File: config.mk
export PLATFORM = sky130hd
export DESIGN_NAME = seg_scan_driver
export DESIGN_NICKNAME = d
export VERILOG_FILES = /design/src/rtl/seg_scan_driver.sv
export SDC_FILE = /design/constraint.sdc
export NUM_CORES = 1
export LEC_CHECK = 0
export ABC_AREA = 0
export CAP_MARGIN = 10
export CORE_MARGIN = 2
export CORE_UTILIZATION = 55
export DETAILED_ROUTE_END_ITERATION = 10
export HOLD_SLACK_MARGIN = 0.1
export PLACE_DENSITY_LB_ADDON = 0.1
export REMOVE_ABC_BUFFERS = 1
export SYNTH_ARGS = -nofsm -noshare
export SYNTH_HDL_FRONTEND = slang
export SYNTH_SLANG_ARGS = --single-unit
File: constraint.sdc
create_clock -name clk -period 5.15 [get_ports clk]
set_input_delay 1.03 -clock clk [delete_from_list [all_inputs] [get_ports clk]]
set_output_delay 1.03 -clock clk [all_outputs]
set_load 0.05 [all_outputs]
File: src/rtl/seg_scan_driver.sv
// Multiplexed seven-segment scan driver: one digit per DIV-cycle slot, active-low one-cold select.
// Newly loaded digits wait in a pending register and go live only at a frame boundary.
module seg_scan_driver #(
  parameter int unsigned NDIG   = 4,
  parameter int unsigned DIV    = 1000,
  parameter bit          HEX_EN = 1'b0
) (
  input  logic              clk,
  input  logic              rst,
  input  logic              en,
  input  logic              load,
  input  logic              blz,
  input  logic [4*NDIG-1:0] wdata,
  output logic [6:0]        seg,
  output logic [NDIG-1:0]   sel,
  output logic              frame
);

  localparam int unsigned     IW      = (NDIG > 1) ? $clog2(NDIG) : 1;
  localparam logic [15:0]     PRE_MAX = 16'(DIV - 1);
  localparam logic [IW-1:0]   IDX_MAX = IW'(NDIG - 1);

  logic [15:0]       pre_q, pre_d;
  logic [IW-1:0]     idx_q, idx_d;
  logic [4*NDIG-1:0] pend_q, pend_d;
  logic [4*NDIG-1:0] disp_q, disp_d;
  logic              tick, wrap;
  logic [NDIG-1:0]   lz;
  logic [3:0]        code;
  logic              blank;
  logic [6:0]        seg_d;
  logic [NDIG-1:0]   sel_d;

  function automatic logic [6:0] dec7(input logic [3:0] c);
    case (c)
      4'h0:    dec7 = 7'b1111110;
      4'h1:    dec7 = 7'b0110000;
      4'h2:    dec7 = 7'b1101101;
      4'h3:    dec7 = 7'b1111001;
      4'h4:    dec7 = 7'b0110011;
      4'h5:    dec7 = 7'b1011011;
      4'h6:    dec7 = 7'b1011111;
      4'h7:    dec7 = 7'b1110000;
      4'h8:    dec7 = 7'b1111111;
      4'h9:    dec7 = 7'b1111011;
      4'hA:    dec7 = HEX_EN ? 7'b1110111 : 7'b0000000;
      4'hB:    dec7 = HEX_EN ? 7'b0011111 : 7'b0000000;
      4'hC:    dec7 = HEX_EN ? 7'b1001110 : 7'b0000000;
      4'hD:    dec7 = HEX_EN ? 7'b0111101 : 7'b0000000;
      4'hE:    dec7 = HEX_EN ? 7'b1001111 : 7'b0000000;
      4'hF:    dec7 = HEX_EN ? 7'b1000111 : 7'b0000000;
      default: dec7 = 7'b0000000;
    endcase
  endfunction

  // Bit k set when digit k and every digit above it are zero.
  function automatic logic [NDIG-1:0] lead_zero(input logic [4*NDIG-1:0] d);
    logic z;
    lead_zero = '0;
    z = 1'b1;
    for (int k = NDIG - 1; k >= 0; k--) begin
      z = z && (d[4*k +: 4] == 4'd0);
      lead_zero[k] = z;
    end
  endfunction

  always_comb begin
    tick = en && (pre_q == PRE_MAX);
    wrap = tick && (idx_q == IDX_MAX);

    pre_d = pre_q;
    if (en) pre_d = tick ? 16'd0 : pre_q + 16'd1;

    idx_d = idx_q;
    if (tick) idx_d = wrap ? '0 : idx_q + IW'(1);

    pend_d = load ? wdata : pend_q;

    // A same-edge load bypasses pending so the freshest data goes live.
    disp_d = disp_q;
    if (wrap || !en) disp_d = pend_d;
  end

  // Output registers track next-state index/display so a new frame shows up with frame=1.
  always_comb begin
    lz    = lead_zero(disp_d);
    code  = 4'd0;
    blank = 1'b0;
    for (int k = 0; k < NDIG; k++) begin
      if (idx_d == IW'(k)) begin
        code  = disp_d[4*k +: 4];
        blank = blz && (k != 0) && lz[k];
      end
    end

    seg_d = 7'b0000000;
    sel_d = '1;
    if (en) begin
      sel_d = ~(NDIG'(1) << idx_d);
      seg_d = blank ? 7'b0000000 : dec7(code);
    end
  end

  always_ff @(posedge clk or posedge rst) begin
    if (rst) begin
      pre_q  <= 16'd0;
      idx_q  <= '0;
      pend_q <= '0;
      disp_q <= '0;
      seg    <= 7'b0000000;
      sel    <= '1;
      frame  <= 1'b0;
    end else begin
      pre_q  <= pre_d;
      idx_q  <= idx_d;
      pend_q <= pend_d;
      disp_q <= disp_d;
      seg    <= seg_d;
      sel    <= sel_d;
      frame  <= wrap;
    end
  end

endmodule

==> results_slide.txt <==
Physical Implementation Snapshot

Run
  • Tool warnings: 29
  • MaxCap Viol Count: 0

Layout
  • Buffers excl. clock: 37
  • Final core utilization: 68.5%
  • Design area: 0.00345 mm²
  • Non-Clock Buffer Area Fraction: 10.4%
  • Most frequent cells in the layout: dfrtp_1 (58), mux2_2 (37), clkdlybuf4s50_1 (32), nor2_1 (15)
  • Reg area: 0.00156 mm²
  • Nets: 294
  • Fill cells: 386
  • Largest regs: disp_q (16), pend_q (16), pre_q (16)
  • Inverter count: 14
  • Layout clock area frac: 6.12%
  • Comb area: 0.00119 mm²
  • Flop share of the area: 45.1%
  • Comb_multi_in: 142
  • N_diodes: 0
  • P&R area growth vs syn: 21.1%
  • Layout cells sized above 1: 25.5%

Clocking
  • Num CTS Buffers: 9
  • Root Driver: clkbuf_8
  • Hold bufs inserted after CTS: 0
  • Clock latency on the worst-skew pair: 0.33 ns
  • H-Tree Depth: 3
  • TritonCTS clock tree: built
  • # clock sinks: 62
  • Clock transition at path regs: 0.06 ns
  • Clk buf depth: 2
  • # Post-CTS Setup Buffers: 0
  • CTS resizes: 0

Hold path
  • WHS Endpoint: pre_q[15]$_DFFE_PP0P_
  • Worst hold path class: reg2reg
  • Hold path startpoint: pre_q[15]$_DFFE_PP0P_
  • Worst hold path depth: 1

Final timing
  • Slew HR: 48.6%
  • Slew at the pin closest to its max-slew limit: 0.770 ns
  • Crit share post-route: 82.8%
  • RSZ-0062 raised after global routing: false
  • Setup TNS Final: 0 ns
  • Final Critical Period: 4.26 ns
  • Worst hold margin: 0.473 ns
  • Final WS setup: 0.886 ns
  • Final slew viol count: 0
  • Fmax achieved: 0.235 GHz
  • Final setup fails: 0
  • Final hold violations: 0

Synthesis
  • Yosys Instances: 224
  • Main flop type: dfrtp_1
  • EDFF count, synth: 0
  • Gate Count Post-Synth: 224
  • Area fraction in xor and xnor cells: 4.61%
  • Mapped Avg Cell Area: 12.7 µm²
  • Cell taking the most area after synthesis: dfrtp_1
  • Simple Share, Synth: 9.48%
  • Synth Area in Compound Gates: 4.91%
  • Synth warnings: 0
  • Synth cell types: 40
  • Yosys stat area: 0.00285 mm²
  • Adder share: 3.07%
  • Synth mux share: 19.6%
  • Top area cell types: dfrtp_1 (51%), mux2_2 (15%), mux2i_1 (4.2%), dfstp_2 (3.7%), ha_1 (3.1%)
  • FF+latch count, synth: 62
  • Commonest cells post-synth: dfrtp_1 (58), mux2_2 (37), nor2_1 (15), inv_1 (13), mux2i_1 (12)
  • Most frequent cell after synthesis: dfrtp_1
  • Fraction of registers with async set/reset: 100%
  • Comb area leader: multiplexers
  • Cell Area, Synth: 0.00285 mm²
  • Synth Seq Share: 54.6%

Pwr
  • Sequential power share: 46.3%
  • Sw Pwr: 0.000354 W
  • Total combinational power: 0.000250 W
  • Sequential Power: 0.000595 W
  • Pwr per Cell Area: 372 mW/mm²
  • Clock network fraction of design power: 34.2%
  • Leak: 1.52 nW
  • Int Pwr: 0.000930 W
  • Switching share of power: 27.6%
  • Final Total Pwr: 0.00128 W
  • Peak VDD IR: 244 µV
  • Largest Pwr Group: sequential cells

Die
  • Core area: 0.00504 mm²
  • Tap Cells: 70
  • Die Height: 76.0 µm
  • Rows: 26
  • Die x size: 76.0 µm
  • Core Util at FP: 56.6%
  • I/O pin total: 33
  • Die area: 0.00578 mm²

Critical path
  • CP Depth: 11
  • Slowest stage delay, CP: 0.56 ns
  • CP max-delay cell: or4_4
  • Crit Path Class: in2reg
  • Worst setup path start: en
  • Crit-path leading delay family: AND-OR/OR-AND gates
  • Reg-to-Reg End: seg[2]$_DFF_PP0_
  • Critical Path Source Type: input pin
  • Reg2Reg Setup Slack: 1.21 ns
  • Kind of end point of the critical path: register
  • FF-to-FF path depth: 10
  • Required @ worst endpoint: 5.38 ns
  • End of the critical path: seg[2]$_DFF_PP0_
  • CP cell instances: clkdlybuf4s50_1 > nand3_1 > or4_4 > o21ai_0 > a21boi_2 > mux2_2 > mux2i_1 > ha_1 > nor2_1 > a2111o_1 > o31ai_1
  • Crit-path max FO: 8
  • WP buf/inv: 1
  • Reg2Reg Launch Point: pre_q[11]$_DFFE_PP0P_
  • Crit path DAT: 4.50 ns

Placed design
  • I/O Buffers: 32
  • Placed cell area: 0.00324 mm²
  • Post-DP HPWL: 3500 µm
  • Final Wtd Congestion: 0.803
  • Placed cells: 325
  • Dpl ws: 0.593 ns

Route
  • Metal2 WL: 2300 µm
  • Final WL: 5030 µm
  • Drt via density: 5.23
  • Initial DRT Pass Iterations: 4
  • DR WL met3: 222 µm
  • Via count: 1785
  • Initial drt markers: 71
  • WL per Instance: 14.8 µm
  • Met1 wire length: 2480 µm
  • Detailed-route DRC error count: 0
  • Antenna viol nets, final: 0
  • Top layer in use: met4

Global route
  • Gr ovfl total: 0
  • Vias in the first global route: 1862
  • Grt met1 use: 27.3%
  • GRT Max-Usage Layer: met2
  • Initial antenna violation count: 0
  • Gr usage total: 19.3%
  • M2 GR Usage: 28.5%
  • Met3 Use GR: 4.74%
  • First-pass GRT wire length: 8890 µm
  • Largest net degree at the start of global routing: 63

Outcome
  • Status: completed
### Gate families picked out

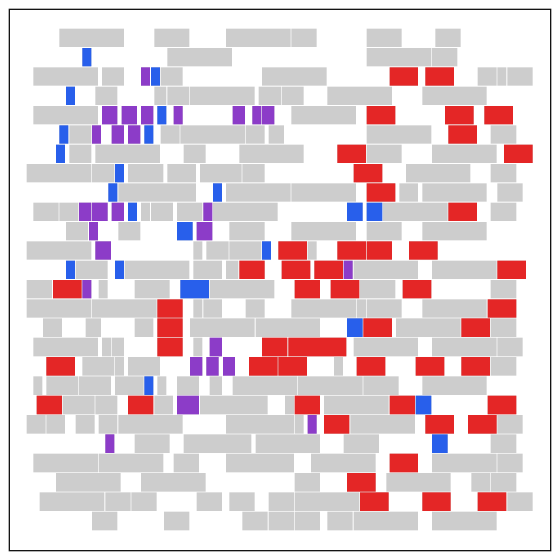
Key: red = mux cells [cells 50]; purple = nand cells [cells 27]; blue = nor cells [cells 22]
Layout Cells excl Fill: 341
most numerous logic cell after layout: dfrtp_1
logic share of the area: 34.4%

### Metal 1

Supply wires on this layer in grey.
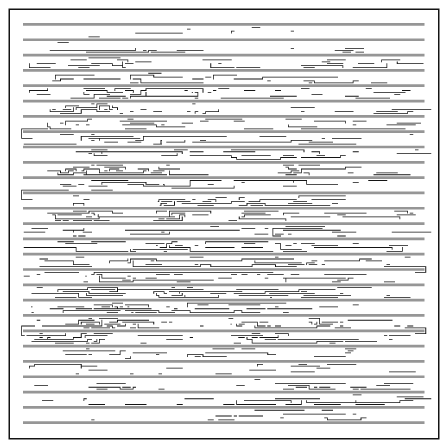
The layer carries 2480 µm of wire. 263 nets have wire on it. The longest straight run is 31.7 µm. The layer holds 49% of the routed length. The wires run mostly horizontal.

### Clock routing

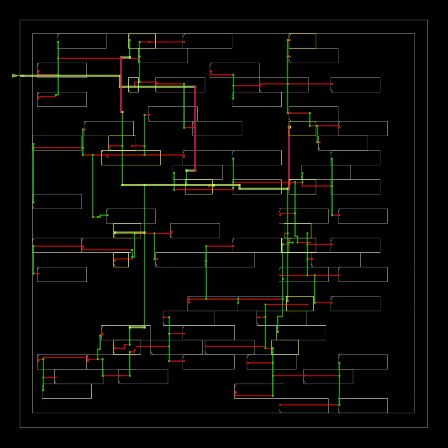
registers: 62
Power Clock: 0.000440 W
Clock Skews: 0.0121 ns
# clk buffers: 13

Power is estimated from default activity; no workload was simulated.
